### Gate-type map

Drawn at 2 px/um.
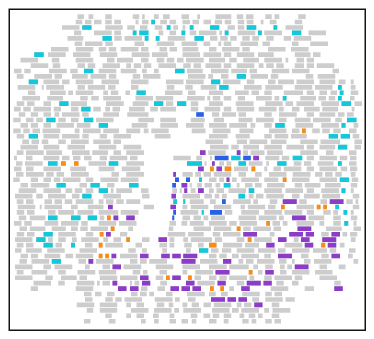
### Metal 4

Drawn at 2 px/um.
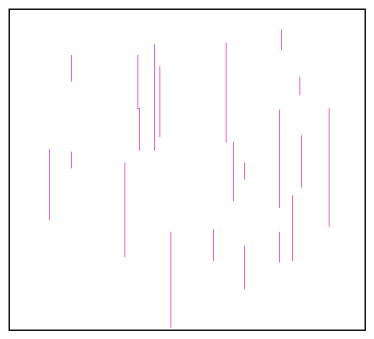
### Metal layers overlaid

Drawn at 1.5 px/um. Two of the layers only.
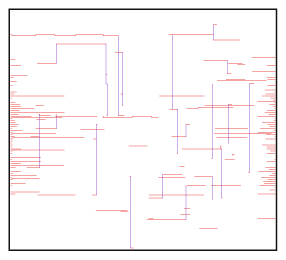
### Pin placement

Drawn at 2 px/um. Pins as bars across the die edge, other pins in grey.
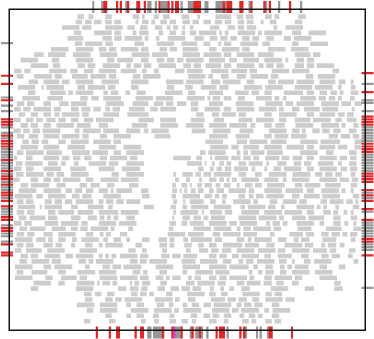
### Clock wiring as the flow saved it

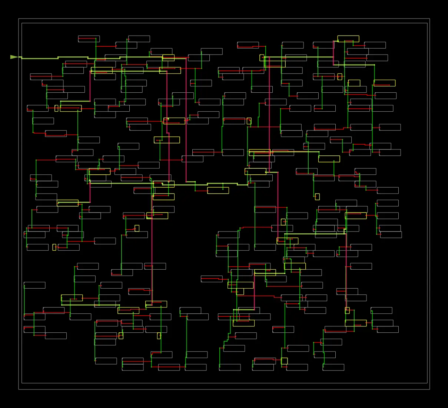
--- src/rtl/ldpc_sparse_mult_circulant.sv ---
// ldpc_sparse_mult_circulant: ping-pong banked quasi-cyclic sparse matrix x vector product.
// Define LDPC_SPARSE_MULT_LAST_EN to add the o_output_last end-of-block marker.
module ldpc_sparse_mult_circulant #(
    parameter int WIDTH     = 96,
    parameter int IN_WORDS  = 1,
    parameter int OUT_WORDS = 11,
    parameter logic [OUT_WORDS*IN_WORDS*($clog2(WIDTH)+1)-1:0] SHIFT_TABLE =
        (OUT_WORDS*IN_WORDS*($clog2(WIDTH)+1))'(48'h8000_0000_0087)
) (
    input  logic             i_clock,
    input  logic             i_reset_n,
    input  logic [WIDTH-1:0] i_input_data,
    input  logic             i_input_valid,
    output logic             o_input_ready,
    output logic [WIDTH-1:0] o_output_data,
    output logic             o_output_valid,
`ifdef LDPC_SPARSE_MULT_LAST_EN
    output logic             o_output_last,
`endif
    input  logic             i_output_ready
);
    localparam int SW = $clog2(WIDTH) + 1;
    localparam int IW = IN_WORDS > 1 ? $clog2(IN_WORDS) : 1;
    localparam int OW = OUT_WORDS > 1 ? $clog2(OUT_WORDS) : 1;
    localparam logic [1:0] FILL_A = 2'd0, FILL_B = 2'd1, WAIT_A = 2'd2, WAIT_B = 2'd3;
    localparam logic [1:0] RD_WAIT_A = 2'd0, RD_A = 2'd1, RD_WAIT_B = 2'd2, RD_B = 2'd3;

    logic [IN_WORDS-1:0][WIDTH-1:0] bank_a_q, bank_b_q;
    logic             full_a_q, full_b_q, full_a_d, full_b_d, run_q;
    logic [1:0]       fill_q, fill_d, rd_q, rd_d;
    logic [IW-1:0]    in_cnt_q, in_cnt_d;
    logic [OW-1:0]    out_cnt_q, out_cnt_d;
    logic             in_fire, out_fire, in_last, out_last;
    logic             set_a, set_b, clr_a, clr_b;
    logic [SW-1:0]    ent;
    logic [WIDTH-1:0] prod;

    function automatic logic [WIDTH-1:0] rotl(input logic [WIDTH-1:0] x, input int s);
        int r;
        r = s % WIDTH;
        return r == 0 ? x : (x << r) | (x >> (WIDTH - r));
    endfunction

    assign in_last        = in_cnt_q == IW'(IN_WORDS - 1);
    assign out_last       = out_cnt_q == OW'(OUT_WORDS - 1);
    assign o_input_ready  = run_q & (fill_q == FILL_A ? !full_a_q : fill_q == FILL_B ? !full_b_q : 1'b0);
    assign o_output_valid = rd_q == RD_A || rd_q == RD_B;
    assign in_fire        = i_input_valid & o_input_ready;
    assign out_fire       = o_output_valid & i_output_ready;
    assign set_a          = in_fire & in_last & (fill_q == FILL_A);
    assign set_b          = in_fire & in_last & (fill_q == FILL_B);
    assign clr_a          = out_fire & out_last & (rd_q == RD_A);
    assign clr_b          = out_fire & out_last & (rd_q == RD_B);
    assign full_a_d       = set_a | (full_a_q & !clr_a);
    assign full_b_d       = set_b | (full_b_q & !clr_b);
    assign in_cnt_d       = !in_fire ? in_cnt_q : in_last ? '0 : in_cnt_q + 1'b1;
    assign out_cnt_d      = !out_fire ? out_cnt_q : out_last ? '0 : out_cnt_q + 1'b1;

    // Decisions use next-cycle full flags so a fill and a drain on the same edge never stall.
    always_comb begin
        fill_d = set_a ? (full_b_d ? WAIT_B : FILL_B)
               : set_b ? (full_a_d ? WAIT_A : FILL_A)
               : (fill_q == WAIT_A && !full_a_d) ? FILL_A
               : (fill_q == WAIT_B && !full_b_d) ? FILL_B : fill_q;
        rd_d   = clr_a ? (full_b_d ? RD_B : RD_WAIT_B)
               : clr_b ? (full_a_d ? RD_A : RD_WAIT_A)
               : (rd_q == RD_WAIT_A && full_a_d) ? RD_A
               : (rd_q == RD_WAIT_B && full_b_d) ? RD_B : rd_q;
    end

    always_comb begin
        prod = '0;
        ent  = '0;
        for (int k = 0; k < IN_WORDS; k++) begin
            ent = SHIFT_TABLE[(int'(out_cnt_q) * IN_WORDS + k) * SW +: SW];
            if (ent[SW-1])
                prod ^= rotl(rd_q == RD_B ? bank_b_q[k] : bank_a_q[k], int'(ent[SW-2:0]));
        end
    end

    assign o_output_data = o_output_valid ? prod : '0;
`ifdef LDPC_SPARSE_MULT_LAST_EN
    assign o_output_last = o_output_valid & out_last;
`endif

    always_ff @(posedge i_clock or negedge i_reset_n) begin
        if (!i_reset_n) begin
            bank_a_q  <= '0;
            bank_b_q  <= '0;
            full_a_q  <= 1'b0;
            full_b_q  <= 1'b0;
            run_q     <= 1'b0;
            fill_q    <= FILL_A;
            rd_q      <= RD_WAIT_A;
            in_cnt_q  <= '0;
            out_cnt_q <= '0;
        end else begin
            full_a_q  <= full_a_d;
            full_b_q  <= full_b_d;
            run_q     <= 1'b1;
            fill_q    <= fill_d;
            rd_q      <= rd_d;
            in_cnt_q  <= in_cnt_d;
            out_cnt_q <= out_cnt_d;
            for (int k = 0; k < IN_WORDS; k++) begin
                if (in_fire && in_cnt_q == IW'(k)) begin
                    if (fill_q == FILL_A) bank_a_q[k] <= i_input_data;
                    else bank_b_q[k] <= i_input_data;
                end
            end
        end
    end
endmodule

--- config.mk ---
export PLATFORM = sky130hd
export DESIGN_NAME = ldpc_sparse_mult_circulant
export DESIGN_NICKNAME = d
export VERILOG_FILES = /design/src/rtl/ldpc_sparse_mult_circulant.sv
export SDC_FILE = /design/constraint.sdc
export NUM_CORES = 1
export LEC_CHECK = 0
export CAP_MARGIN = 20
export CELL_PAD_IN_SITES_DETAIL_PLACEMENT = 1
export CELL_PAD_IN_SITES_GLOBAL_PLACEMENT = 1
export CORE_ASPECT_RATIO = 0.9
export CORE_UTILIZATION = 39
export CTS_CLUSTER_DIAMETER = 60
export DETAILED_ROUTE_END_ITERATION = 10
export PLACE_DENSITY = 0.79
export SLEW_MARGIN = 10
export SYNTH_ARGS = -nofsm -noshare
export SYNTH_HDL_FRONTEND = slang
export SYNTH_SLANG_ARGS = --single-unit
--- constraint.sdc ---
create_clock -name i_clock -period 2.2 [get_ports i_clock]
set_input_delay 0.44 -clock i_clock [delete_from_list [all_inputs] [get_ports i_clock]]
set_output_delay 0.44 -clock i_clock [all_outputs]
set_load 0.02 [all_outputs]
==> flow_metrics.env <==
# physical design summary
export IMPL_cp_common_cell="buf_4"
export IMPL_critical_path_top_delay_family="simple AND/OR/NAND/NOR gates"
export IMPL_buffer_area_share_pct=21.70
export IMPL_clock_tree_area_fraction_pct=4.984
export IMPL_drt_met1_wl_um=14600
export IMPL_violations="setup timing"
export IMPL_cpPeakStageDelay_ns=0.59
export IMPL_fin_crit_sh_pct=133.9
export IMPL_setup_violations=96
export IMPL_grt_pass1_wl_um=53470
export IMPL_finalWorstSetupSlack_ns=-0.7451
export IMPL_outcome="complete, but fails checks"
export IMPL_power_switching_mw=8.828
export IMPL_arrival_ns=2.51
export IMPL_xor_share_pct=0.3251
export IMPL_whs_ns=0.4939
export IMPL_grt_pass1_vias=8788
export IMPL_ys_seq_share_pct=47.14
export IMPL_critPathCaptureType="output pin"
export IMPL_cp_num_buf_inv=4
export IMPL_slew_headroom_pct=51.35
export IMPL_cts_repair_resized=552
export IMPL_startpoint_type="flip-flop"
## Picture notes: 'Gate-type map'
| colour | family | cells |
|---|---|---|
| purple | aoi and oai cells | 65 |
| orange | and/or cells | 27 |
| blue | nand cells | 10 |
| cyan | nor cells | 78 |

## Picture notes: 'Metal 4'
nets with wire on the layer: 13
wire length on this layer: 613 um
share of all routed wire: 1.8%

## Picture notes: 'Metal layers overlaid'
| colour | layer | wire length |
|---|---|---|
| purple | M4 | 613 um |
| red | M3 | 1,690 um |

## Picture notes: 'Pin placement'
| colour | port | pins | direction | edge |
|---|---|---|---|---|
| magenta | i_output_ready | 1 | input | bottom |
| red | i_input_data | 96 | input | 27 top, 26 left, 22 right, 21 bottom |
all pins by edge: 52 left, 52 top, 52 right, 42 bottom

## Picture notes: 'Clock wiring as the flow saved it'
CLK BUF: 30
clock skew: 0.01455 ns
CTS buffer count: 24

